`config.mk`:
```
export PLATFORM = sky130hd
export DESIGN_NAME = mpu_axis_filter
export DESIGN_NICKNAME = d
export VERILOG_FILES = /design/src/rtl/mpu_axis_filter.sv
export SDC_FILE = /design/constraint.sdc
export NUM_CORES = 1
export LEC_CHECK = 0
export ABC_AREA = 1
export CORE_AREA = 2 2 111 156
export CTS_CLUSTER_SIZE = 25
export DETAILED_ROUTE_END_ITERATION = 8
export DIE_AREA = 0 0 113 158
export GPL_TIMING_DRIVEN = 0
export PLACE_DENSITY = 0.65
export SETUP_SLACK_MARGIN = 0.05
export SYNTH_ARGS = -nofsm -noshare
export SYNTH_HDL_FRONTEND = slang
export SYNTH_SLANG_ARGS = --single-unit
```
`constraint.sdc`:
```
create_clock -name MCLK -period 6.7 [get_ports MCLK]
set_input_delay 1.34 -clock MCLK [delete_from_list [all_inputs] [get_ports MCLK]]
set_output_delay 1.34 -clock MCLK [all_outputs]
set_load 0.1 [all_outputs]
```
`src/rtl/mpu_axis_filter.sv`:
```
// rtl/mpu_axis_filter.sv - MPU6050 accel byte assembler, per-axis IIR low-pass and dominant tilt classifier
// Define MPU_IIR_EN to build the IIR accumulators; otherwise XF/YF/ZF carry the raw samples.
module mpu_axis_filter #(
  parameter int          K      = 3,
  parameter logic [15:0] THRESH = 16'd4096
) (
  input  logic        MCLK,
  input  logic        nRST,
  input  logic        TIC,
  input  logic        LOAD,
  input  logic [3:0]  ADR,
  input  logic [7:0]  DATA,
  input  logic        COMPLETED,
  output logic        RESCAN,
  output logic [15:0] XF,
  output logic [15:0] YF,
  output logic [15:0] ZF,
  output logic [1:0]  DOM_AXIS,
  output logic        DOM_SIGN,
  output logic        SAMPLE_VALID,
  output logic [7:0]  FRAME_ERR
);

  localparam logic [2:0] ST_IDLE = 3'd0;
  localparam logic [2:0] ST_FX   = 3'd1;
  localparam logic [2:0] ST_FY   = 3'd2;
  localparam logic [2:0] ST_FZ   = 3'd3;
  localparam logic [2:0] ST_CLS  = 3'd4;
  localparam logic [2:0] ST_RSC  = 3'd5;

  logic [2:0]  state_q, state_d;
  logic [5:0]  mask_q, mask_d;
  logic [47:0] raw_q, raw_d;
  logic [15:0] xf_q, xf_d, yf_q, yf_d, zf_q, zf_d;
  logic [1:0]  dom_axis_q, dom_axis_d;
  logic        dom_sign_q, dom_sign_d;
  logic        sample_valid_q, sample_valid_d;
  logic        rescan_q, rescan_d;
  logic [7:0]  frame_err_q, frame_err_d;

  // Byte slot n lives at raw[8n +: 8]; even slots are the high bytes.
  logic [15:0] x_raw, y_raw, z_raw;
  assign x_raw = {raw_q[7:0],   raw_q[15:8]};
  assign y_raw = {raw_q[23:16], raw_q[31:24]};
  assign z_raw = {raw_q[39:32], raw_q[47:40]};

  logic [15:0] x_next, y_next, z_next;

`ifdef MPU_IIR_EN
  localparam int AW = 16 + K;

  logic signed [AW-1:0] acc_x_q, acc_x_d, acc_y_q, acc_y_d, acc_z_q, acc_z_d;
  logic signed [AW-1:0] acc_x_n, acc_y_n, acc_z_n;
  logic                 seeded_q, seeded_d;

  // Unseeded accumulators jump straight to x<<<K so the first output equals the sample.
  function automatic logic signed [AW-1:0] iir_step(input logic signed [AW-1:0] acc,
                                                    input logic [15:0] x,
                                                    input logic seeded);
    logic signed [AW-1:0] xe;
    xe = {{K{x[15]}}, x};
    if (!seeded) return xe <<< K;
    return acc + xe - (acc >>> K);
  endfunction

  function automatic logic [15:0] iir_out(input logic signed [AW-1:0] acc);
    logic signed [AW-1:0] sh;
    sh = acc >>> K;
    return sh[15:0];
  endfunction

  always_comb begin
    acc_x_n = iir_step(acc_x_q, x_raw, seeded_q);
    acc_y_n = iir_step(acc_y_q, y_raw, seeded_q);
    acc_z_n = iir_step(acc_z_q, z_raw, seeded_q);
  end

  assign x_next = iir_out(acc_x_n);
  assign y_next = iir_out(acc_y_n);
  assign z_next = iir_out(acc_z_n);

  always_comb begin
    acc_x_d  = acc_x_q;
    acc_y_d  = acc_y_q;
    acc_z_d  = acc_z_q;
    seeded_d = seeded_q;
    if (TIC) begin
      case (state_q)
        ST_FX:   acc_x_d = acc_x_n;
        ST_FY:   acc_y_d = acc_y_n;
        ST_FZ: begin
          acc_z_d  = acc_z_n;
          seeded_d = 1'b1;
        end
        default: ;
      endcase
    end
  end

  always_ff @(posedge MCLK or negedge nRST) begin
    if (!nRST) begin
      acc_x_q  <= '0;
      acc_y_q  <= '0;
      acc_z_q  <= '0;
      seeded_q <= 1'b0;
    end else begin
      acc_x_q  <= acc_x_d;
      acc_y_q  <= acc_y_d;
      acc_z_q  <= acc_z_d;
      seeded_q <= seeded_d;
    end
  end
`else
  logic k_unused;
  assign k_unused = (K > 0);
  assign x_next   = x_raw;
  assign y_next   = y_raw;
  assign z_next   = z_raw;
`endif

  function automatic logic [15:0] sat_abs(input logic [15:0] v);
    if (v == 16'h8000) return 16'h7FFF;
    return v[15] ? -v : v;
  endfunction

  logic [15:0] abs_x, abs_y, abs_z, win_abs;
  logic [1:0]  win_axis;
  logic        win_sign;

  // Non-strict compares give X priority over Y over Z on equal magnitudes.
  always_comb begin
    abs_x = sat_abs(xf_q);
    abs_y = sat_abs(yf_q);
    abs_z = sat_abs(zf_q);
    if (abs_x >= abs_y && abs_x >= abs_z) begin
      win_axis = 2'b01;
      win_abs  = abs_x;
      win_sign = xf_q[15];
    end else if (abs_y >= abs_z) begin
      win_axis = 2'b10;
      win_abs  = abs_y;
      win_sign = yf_q[15];
    end else begin
      win_axis = 2'b11;
      win_abs  = abs_z;
      win_sign = zf_q[15];
    end
  end

  always_comb begin
    state_d        = state_q;
    mask_d         = mask_q;
    raw_d          = raw_q;
    xf_d           = xf_q;
    yf_d           = yf_q;
    zf_d           = zf_q;
    dom_axis_d     = dom_axis_q;
    dom_sign_d     = dom_sign_q;
    sample_valid_d = 1'b0;
    rescan_d       = rescan_q;
    frame_err_d    = frame_err_q;
    if (TIC) begin
      case (state_q)
        ST_IDLE: begin
          if (LOAD && ADR <= 4'd5) begin
            raw_d[{ADR[2:0], 3'b000} +: 8] = DATA;
            mask_d[ADR[2:0]]               = 1'b1;
          end
          // mask_d already includes a byte captured on this same TIC.
          if (COMPLETED) begin
            if (mask_d == 6'h3F) begin
              state_d = ST_FX;
            end else begin
              state_d  = ST_RSC;
              rescan_d = 1'b1;
              if (frame_err_q != 8'hFF) frame_err_d = frame_err_q + 8'd1;
            end
          end
        end
        ST_FX: begin
          xf_d    = x_next;
          state_d = ST_FY;
        end
        ST_FY: begin
          yf_d    = y_next;
          state_d = ST_FZ;
        end
        ST_FZ: begin
          zf_d    = z_next;
          state_d = ST_CLS;
        end
        ST_CLS: begin
          if (win_abs < THRESH) begin
            dom_axis_d = 2'b00;
            dom_sign_d = 1'b0;
          end else begin
            dom_axis_d = win_axis;
            dom_sign_d = win_sign;
          end
          sample_valid_d = 1'b1;
          rescan_d       = 1'b1;
          state_d        = ST_RSC;
        end
        ST_RSC: begin
          rescan_d = 1'b0;
          mask_d   = 6'h00;
          state_d  = ST_IDLE;
        end
        default: state_d = ST_IDLE;
      endcase
    end
  end

  always_ff @(posedge MCLK or negedge nRST) begin
    if (!nRST) begin
      state_q        <= ST_IDLE;
      mask_q         <= '0;
      raw_q          <= '0;
      xf_q           <= '0;
      yf_q           <= '0;
      zf_q           <= '0;
      dom_axis_q     <= '0;
      dom_sign_q     <= 1'b0;
      sample_valid_q <= 1'b0;
      rescan_q       <= 1'b0;
      frame_err_q    <= '0;
    end else begin
      state_q        <= state_d;
      mask_q         <= mask_d;
      raw_q          <= raw_d;
      xf_q           <= xf_d;
      yf_q           <= yf_d;
      zf_q           <= zf_d;
      dom_axis_q     <= dom_axis_d;
      dom_sign_q     <= dom_sign_d;
      sample_valid_q <= sample_valid_d;
      rescan_q       <= rescan_d;
      frame_err_q    <= frame_err_d;
    end
  end

  assign RESCAN       = rescan_q;
  assign XF           = xf_q;
  assign YF           = yf_q;
  assign ZF           = zf_q;
  assign DOM_AXIS     = dom_axis_q;
  assign DOM_SIGN     = dom_sign_q;
  assign SAMPLE_VALID = sample_valid_q;
  assign FRAME_ERR    = frame_err_q;

endmodule
```
Floorplan with the power grid:
Bar = 20 µm. Pins as bars on the die edge.
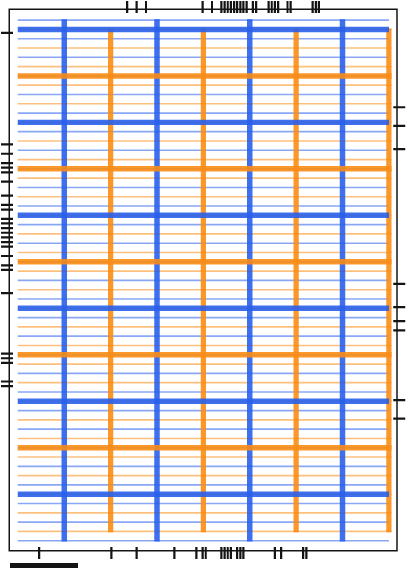
Blue shows VSS. Orange shows VDD.
57 met1 rails follow the rows. 8 straps on met4. 11 straps on met5. The core has 56 rows. 78 signal pins sit on the boundary.
area of the core: 16540 µm²
die x size: 113 µm

Placement by cell class:
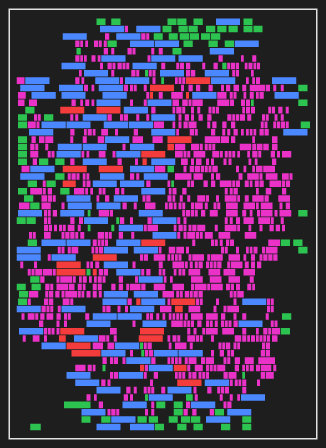
Green shows remaining buffers and delay cells, cells 96, share of their area 10%. Magenta shows combinational and other logic, cells 814, share of their area 49%. Red shows clock drivers and dummy loads, cells 30, share of their area 6.5%. Blue shows sequential cells, cells 118, share of their area 34%.

Clock network drawn from the DEF:
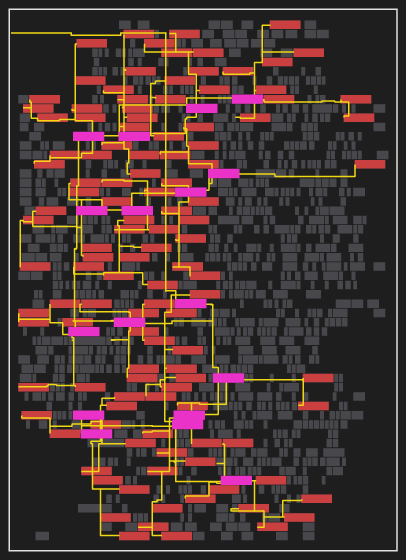
Yellow shows clock wires, length 1640 µm. Red shows flip-flops, count 118. Magenta shows clock drivers, count 17.
There are 18 routed clock nets.

Metal layers overlaid:
Bar = 20 µm.
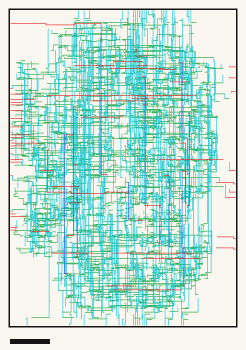
Green shows metal 1, wire length 7800 µm. Red shows metal 3, wire length 730 µm. Blue shows metal 4, wire length 592 µm. Cyan shows metal 2, wire length 10700 µm.
via count: 6428
final wirelength: 19.85 mm
Routed WL per cell: 15.74 µm
Tot GR Track Use: 22.98%

==> impl_metrics.csv <==
group,metric,value,unit
grt,grt_max_degree,63,
synthesis,ys_async_sr_fraction,100.0,%
cells_and_area,area_growth,22.10,%
synthesis,yosysWarnings,0,
sta,worst_pin_slew,990.6,ps
synthesis,synth-seq-area-share,40.33,%
critical_path,regToRegStartpoint,"XF[1]$_DFFE_PN0P_",
grt,grt_pass1_vias,6382,
cells_and_area,fin_area,8939,µm²
sta,fin_skew,9.936,ps
routing,avgViaCountPerCell,5.098,
critical_path,critPathLaunchType,"flop",
sta,finalSetupTns,0,ps
grt,grt.busiest_layer,"met2",
run_status,status,"finished with violations",
synthesis,top_logic_kind,"simple AND/OR/NAND/NOR gates",
routing,wl_met3,729,µm
placed_design,postPlaceCellArea,8374,µm²
critical_path,cpLargestDelayFamily,"simple AND/OR/NAND/NOR gates",
synthesis,syn_area,7321,µm²
critical_path,crit_type,"flop to flop",
sta,hold_violations,0,
routing,highest_layer,"met4",
clock_network,post-cts-setup-buffer-count,0,
cells_and_area,drive_gt1_share,7.940,%
cells_and_area,n_antenna_cell,0,
run_status,violations,"DRC",
grt,grt_first_pass_wirelength,31.68,mm
critical_path,crit_cells,34,
clock_network,cts-root-buf,"clkbuf_16",
grt,gr-usage-met2,43.28,%
routing,route.detailed.drc,3,
synthesis,xor_share,2.871,%
sta,relSlewSlack,33.75,%
synthesis,synth-edff-count,0,
sta,rsz0062_at_grt,"false",
critical_path,startpoint,"XF[1]$_DFFE_PN0P_",
min_path,holdCritPathClass,"flop to flop",
sta,fmax,0.2812,GHz
grt,antenna_found_initial,0,
synthesis,top_area_share,40.33,%
sta,finalCriticalPeriod,3557,ps
critical_path,r2r_cells,34,
synthesis,yosys-top-cells-area,"dfrtp_1 40%, nand2_1 11%, ha_1 9.1%",
clock_network,cts.sinks,118,
synthesis,synth_cells,950,
-- final cells by class --
class,instances,area (µm²),area share [%]
Sequential cell,118,2953,33.03
Inverter,141,531.8,5.949
Clock buffer,21,460.4,5.151
Multi-Input combinational cell,673,3757,42.04
Tap cell,203,254.0,2.842
Buffer,18,78.83,0.8819
Timing Repair Buffer,78,799.5,8.945
Clock inverter,9,103.9,1.162
-- worst register-to-register path: cells and delay by family, from the launching register on --
| family | cells | cell delay (ps) |
|---|---|---|
| AND/OR/NAND/NOR | 27 | 2280 |
| adder cells (fa/ha/maj) | 2 | 470 |
| buffers and inverters | 5 | 300 |
| flip-flops | 1 | 420 |
-- sequential cells by signal (all words and copies together), names as in the netlist --
name / cells
DOM_AXIS: 2
state_q: 3
mask_q: 6
YF: 16
raw_q: 48
SAMPLE_VALID: 1
FRAME_ERR: 8
RESCAN: 1
XF: 16
DOM_SIGN: 1
ZF: 16
-- layout by cell type (no fill, tap or decap), types with 4 or more instances in the layout --
cell type and instances:
nand3_2 6, clkdlybuf4s50_1 76, o31ai_1 8, nand2_1 210, clkinv_2 4, o211ai_1 5
dfrtp_1 118, ha_1 53, xnor2_1 9, nand4_1 4, inv_1 132, o21ai_0 61
mux2_2 12, inv_2 7, a21oi_1 72, nand2_2 7, clkbuf_16 17, nor3_1 28
nand3_1 52, xor2_1 15, clkbuf_1 15, nor2_1 98
-- through the flow --
step	setup slack, ps	cells	hold slack [ps]	utilization, %
2_1_floorplan	3203	950	447.8	-
3_3_place_gp	-477.7	1230	463.2	50.47
3_5_place_dp	2751	1231	468.0	50.64
4_1_cts	3112	1261	483.3	54.06
5_1_grt	2672	1261	509.8	54.06
6_report	3143	1261	479.0	54.06
